File: config.mk
export PLATFORM = sky130hd
export DESIGN_NAME = ped_crossing_flat
export DESIGN_NICKNAME = d
export VERILOG_FILES = /design/src/rtl/ped_crossing_if.sv /design/src/rtl/ped_crossing.sv /design/src/flat_wrapper.sv
export SDC_FILE = /design/constraint.sdc
export NUM_CORES = 1
export LEC_CHECK = 0
export CAP_MARGIN = 5
export CORE_ASPECT_RATIO = 1.2
export CORE_MARGIN = 2
export CORE_UTILIZATION = 25
export CTS_CLUSTER_DIAMETER = 30
export DETAILED_ROUTE_END_ITERATION = 12
export DONT_BUFFER_PORTS = 1
export GPL_ROUTABILITY_DRIVEN = 0
export PLACE_DENSITY = 0.34
export SKIP_LAST_GASP = 1
export SYNTH_ARGS = -nofsm -noshare
export SYNTH_HDL_FRONTEND = slang
export SYNTH_SLANG_ARGS = --single-unit
File: constraint.sdc
create_clock -name clk -period 1.9 [get_ports clk]
set_clock_uncertainty 0.15 [all_clocks]
set_input_delay 0.475 -clock clk [delete_from_list [all_inputs] [get_ports clk]]
set_output_delay 0.475 -clock clk [all_outputs]
set_load 0.005 [all_outputs]
File: src/rtl/ped_crossing_if.sv
// ped_crossing_if: car-lamp inputs, pedestrian request and pedestrian-lamp outputs of the crossing controller
interface ped_crossing_if #(
    parameter int CW = 4
);
    logic          red;
    logic          orange;
    logic          green;
    logic          ped_btn;
    logic          walk;
    logic          dont_walk;
    logic          ped_wait;
    logic [CW-1:0] walk_remaining;
    logic          conflict;

    modport master (
        output red, orange, green, ped_btn,
        input  walk, dont_walk, ped_wait, walk_remaining, conflict
    );

    modport slave (
        input  red, orange, green, ped_btn,
        output walk, dont_walk, ped_wait, walk_remaining, conflict
    );
endinterface

File: src/rtl/ped_crossing.sv
// ped_crossing: grants WALK inside the car red-only window after a clearance delay, then flashes DON'T WALK
module ped_crossing #(
    parameter int CLEAR_CYCLES = 1,
    parameter int WALK_CYCLES  = 4,
    parameter int FLASH_CYCLES = 4,
    parameter int CW           = 4
) (
    input logic          clk,
    input logic          rst,
    ped_crossing_if.slave bus
);
    localparam int CLW = $clog2(CLEAR_CYCLES + 2);
    localparam int FLW = $clog2(FLASH_CYCLES + 2);

    typedef enum logic [1:0] {IDLE, CLEAR, WALK, FLASH} state_t;

    state_t         state_q;
    logic [CLW-1:0] clr_q;
    logic [FLW-1:0] fl_q;
    logic [CW-1:0]  rem_q;
    logic           walk_q;
    logic           dont_walk_q;
    logic           ped_wait_q;
    logic           conflict_q;
    logic           safe;

    assign safe = bus.red & ~bus.orange & ~bus.green;

    // Phase sequencer; clearance and flash counters count down so they stop at 1 and never wrap
    always_ff @(posedge clk) begin
        if (!rst) begin
            state_q     <= IDLE;
            clr_q       <= '0;
            fl_q        <= '0;
            rem_q       <= '0;
            walk_q      <= 1'b0;
            dont_walk_q <= 1'b1;
            ped_wait_q  <= 1'b0;
            conflict_q  <= 1'b0;
        end else begin
            if (bus.green & (bus.red | bus.orange))
                conflict_q <= 1'b1;
            if (bus.ped_btn && state_q != WALK)
                ped_wait_q <= 1'b1;
            case (state_q)
                IDLE: begin
                    if (ped_wait_q && safe) begin
                        if (CLEAR_CYCLES == 0) begin
                            state_q     <= WALK;
                            walk_q      <= 1'b1;
                            dont_walk_q <= 1'b0;
                            rem_q       <= CW'(WALK_CYCLES);
                            ped_wait_q  <= 1'b0;
                        end else begin
                            state_q <= CLEAR;
                            clr_q   <= CLW'(CLEAR_CYCLES);
                        end
                    end
                end
                CLEAR: begin
                    if (!safe) begin
                        state_q <= IDLE;
                    end else if (clr_q <= CLW'(1)) begin
                        state_q     <= WALK;
                        walk_q      <= 1'b1;
                        dont_walk_q <= 1'b0;
                        rem_q       <= CW'(WALK_CYCLES);
                        ped_wait_q  <= 1'b0;
                    end else begin
                        clr_q <= clr_q - CLW'(1);
                    end
                end
                WALK: begin
                    if (bus.green) begin
                        state_q     <= IDLE;
                        conflict_q  <= 1'b1;
                        walk_q      <= 1'b0;
                        dont_walk_q <= 1'b1;
                        rem_q       <= '0;
                    end else if (!safe || rem_q <= CW'(1)) begin
                        state_q     <= FLASH;
                        walk_q      <= 1'b0;
                        dont_walk_q <= 1'b0;
                        rem_q       <= '0;
                        fl_q        <= FLW'(FLASH_CYCLES);
                    end else begin
                        rem_q <= rem_q - CW'(1);
                    end
                end
                FLASH: begin
                    if (fl_q <= FLW'(1)) begin
                        state_q     <= IDLE;
                        dont_walk_q <= 1'b1;
                    end else begin
                        fl_q        <= fl_q - FLW'(1);
                        dont_walk_q <= ~dont_walk_q;
                    end
                end
                default: state_q <= IDLE;
            endcase
        end
    end

    assign bus.walk           = walk_q;
    assign bus.dont_walk      = dont_walk_q;
    assign bus.ped_wait       = ped_wait_q;
    assign bus.walk_remaining = rem_q;
    assign bus.conflict       = conflict_q;
endmodule

File: src/flat_wrapper.sv
// flat-port wrapper written by rule: the top's interface ports become plain ports
module ped_crossing_flat 
#(
    parameter int CLEAR_CYCLES = 1,
    parameter int WALK_CYCLES  = 4,
    parameter int FLASH_CYCLES = 4,
    parameter int CW           = 4
)
  (clk, rst, bus_red, bus_orange, bus_green, bus_ped_btn, bus_walk, bus_dont_walk, bus_ped_wait, bus_walk_remaining, bus_conflict);
  ped_crossing_if #(.CW(CW)) bus_i ();
  input logic clk;
  input logic rst;
  input wire logic [$bits(bus_i.red)-1:0] bus_red;
  input wire logic [$bits(bus_i.orange)-1:0] bus_orange;
  input wire logic [$bits(bus_i.green)-1:0] bus_green;
  input wire logic [$bits(bus_i.ped_btn)-1:0] bus_ped_btn;
  output wire logic [$bits(bus_i.walk)-1:0] bus_walk;
  output wire logic [$bits(bus_i.dont_walk)-1:0] bus_dont_walk;
  output wire logic [$bits(bus_i.ped_wait)-1:0] bus_ped_wait;
  output wire logic [$bits(bus_i.walk_remaining)-1:0] bus_walk_remaining;
  output wire logic [$bits(bus_i.conflict)-1:0] bus_conflict;
  assign bus_i.red = bus_red;
  assign bus_i.orange = bus_orange;
  assign bus_i.green = bus_green;
  assign bus_i.ped_btn = bus_ped_btn;
  assign bus_walk = bus_i.walk;
  assign bus_dont_walk = bus_i.dont_walk;
  assign bus_ped_wait = bus_i.ped_wait;
  assign bus_walk_remaining = bus_i.walk_remaining;
  assign bus_conflict = bus_i.conflict;
  ped_crossing #(.CLEAR_CYCLES(CLEAR_CYCLES), .WALK_CYCLES(WALK_CYCLES), .FLASH_CYCLES(FLASH_CYCLES), .CW(CW)) u_core (.clk(clk), .rst(rst), .bus(bus_i));
endmodule
==> Table 3: Implementation characteristics <==
Table: implementation figures

Parameter                              Value

Status
  Result of the run    finished clean

Layout
  Logic gate fraction of the total cell area    0.521
  Flip-flop count of the largest register after layout    4
  Number of nets in the layout    125
  Layout clock buffers    4
  Share of layout cells above drive strength 1    0.186
  Cell Count, Final, Fillers Out    150
  Comb area    537 µm²
  Count of sequential standard cells    15

Worst setup path
  Flop2flop setup slack    0.15 ns
  Type of the worst setup path    flop to flop
  R2r endpoint    u_core.bus.walk_remaining[3]
  Launching instance or port of the critical path    u_core.bus.walk_remaining[0]
  Kind of end point of the critical path    flop
  Crit-path max FO    6
  Arrival time reported for the critical path endpoint    1.78 ns
  Launching element type of the critical path    flop
  FF-to-FF Start    u_core.bus.walk_remaining[0]
  Delay contributed by the slowest stage of the critical path    0.52 ns
  Critical path buffers and inverters    1

Final timing
  Slack of the critical path    0.151 ns
  Final critical delay including setup and external delays    1.75 ns
  Final worst-path cycle share    0.921
  Relative slew slack    0.718
  Final hold violations    0
  RSZ-0062 raised after global routing    no
  Setup TNS after final layout    0 ns
  Maximum operating frequency    572 MHz
  Final-report setup violation count    0

Yosys
  Fraction of registers with async set/reset    0
  Nets in the synthesized netlist    114
  Chip area line of the yosys report    867 µm²
  Fa+ha+maj area frac    0.0722
  Simple-gate share of the synthesized area    0.271
  Area share of and-or/or-and cells after synthesis    0.227
  Cell Area, Synth    867 µm²
  Synth Area per Inst    8.42 µm²
  Synth Warn #    0
  Count of instantiated cells in the yosys netlist    103
  Leading post-synthesis cells by instance count    sky130_fd_sc_hd__dfxtp_1 (15), sky130_fd_sc_hd__a21oi_1 (13), sky130_fd_sc_hd__nand2_1 (7), sky130_fd_sc_hd__nor2_1 (7)
  Dominant combinational cell family by area after synthesis    simple AND/OR/NAND/NOR gates
  Xor-xnor portion of the synthesized cell area    0

Route
  First-iteration detailed-routing DRC count    21
  Residual DRC    0
  Detailed-route wire length per cell    14.1 µm
  Metal2 WL    1170 µm
  Post-route ant nets    0
  Average via count per standard cell    5.08
  Number of detailed-route iterations in the first pass    4
  Top Layer Used    met4

GRT
  Met1 demand-to-capacity share in global routing    0.137
  GR Util All Layers    0.130
  Met2 track demand over resource    0.247
  Vias in the first global route    809
  Met3 routing resource usage after global routing    0.0299
  Wire length of the first global-routing pass    3800 µm
  Initial antenna violation count    0
  Largest net degree at the start of global routing    18
  Overflow after GRT    0

Worst hold path
  Hold Path Class    primary input to flop
  Capture endpoint of the worst hold path    u_core.bus.dont_walk

Clock network
  Clock tree root buffer cell    sky130_fd_sc_hd__clkbuf_8
  Setup fix buffers added after clock tree synthesis    0
  CTS tree    done
  Insertion delay to the later sink of the worst-skew pair    0.25 ns
  Hold buffer count at CTS    0
  Largest buffer count on any clock path    2
  Clock Sinks    15
  TritonCTS buffer count    3

Power and ir drop
  Combinational share of power    0.045
  Clock-net power    0.267 mW
  Internal power contribution    0.485 mW
  Power spent charging and discharging nets    0.137 mW
  Leakage power    0.389 nW
  Sequential group power    0.327 mW

Run
  Total of max-cap violations    0

Place
  Post-Place Cells    146
  Worst slack at placement    0.0774 ns
  Detailed placement HPWL    1580 µm

Floorplan
  Total I/O pin count    14
  Area of the die    0.00396 mm²
  Die X    57.8 µm
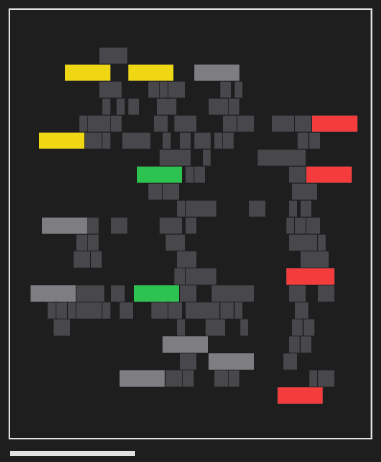
Fig. 1. Sequential cells colored by netlist name.
Scale bar: 20 µm.
legend:
  `u_core.bus.walk_remaining`:
    color: red
    placed_flops: 4
  `u_core.fl_q`:
    color: yellow
    placed_flops: 3
  `u_core.state_q`:
    color: green
    placed_flops: 2
not colored: 6

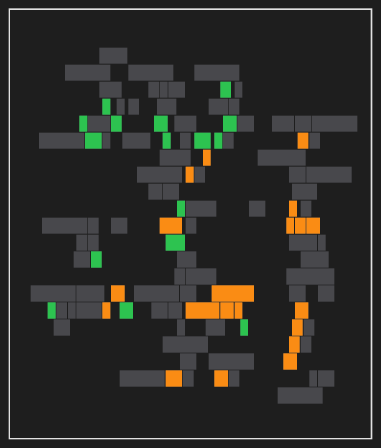
Fig. 2. Gate families picked out.
legend:
  NAND gates:
    color: green
    cells: 16
  NOR gates:
    color: orange
    cells: 20

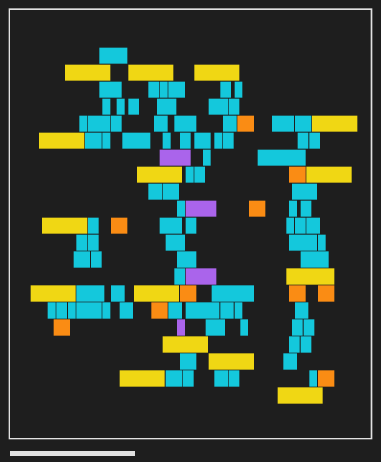
Fig. 3. Cell classes on the final placement.
Scale bar: 20 µm.
legend:
  flops:
    color: yellow
    cells: 15
    share_of_their_area: 31%
  all other logic:
    color: cyan
    cells: 84
    share_of_their_area: 57%
  clock drivers and dummy loads:
    color: purple
    cells: 4
    share_of_their_area: 4.6%
  other buffers and delay cells:
    color: orange
    cells: 10
    share_of_their_area: 7.6%
post-route cell area: 0.00103 mm²
Row Count: 23
final design utilization: 0.309
Std-Cell Core Area: 0.00334 mm²

Power is estimated from default activity; no workload was simulated.
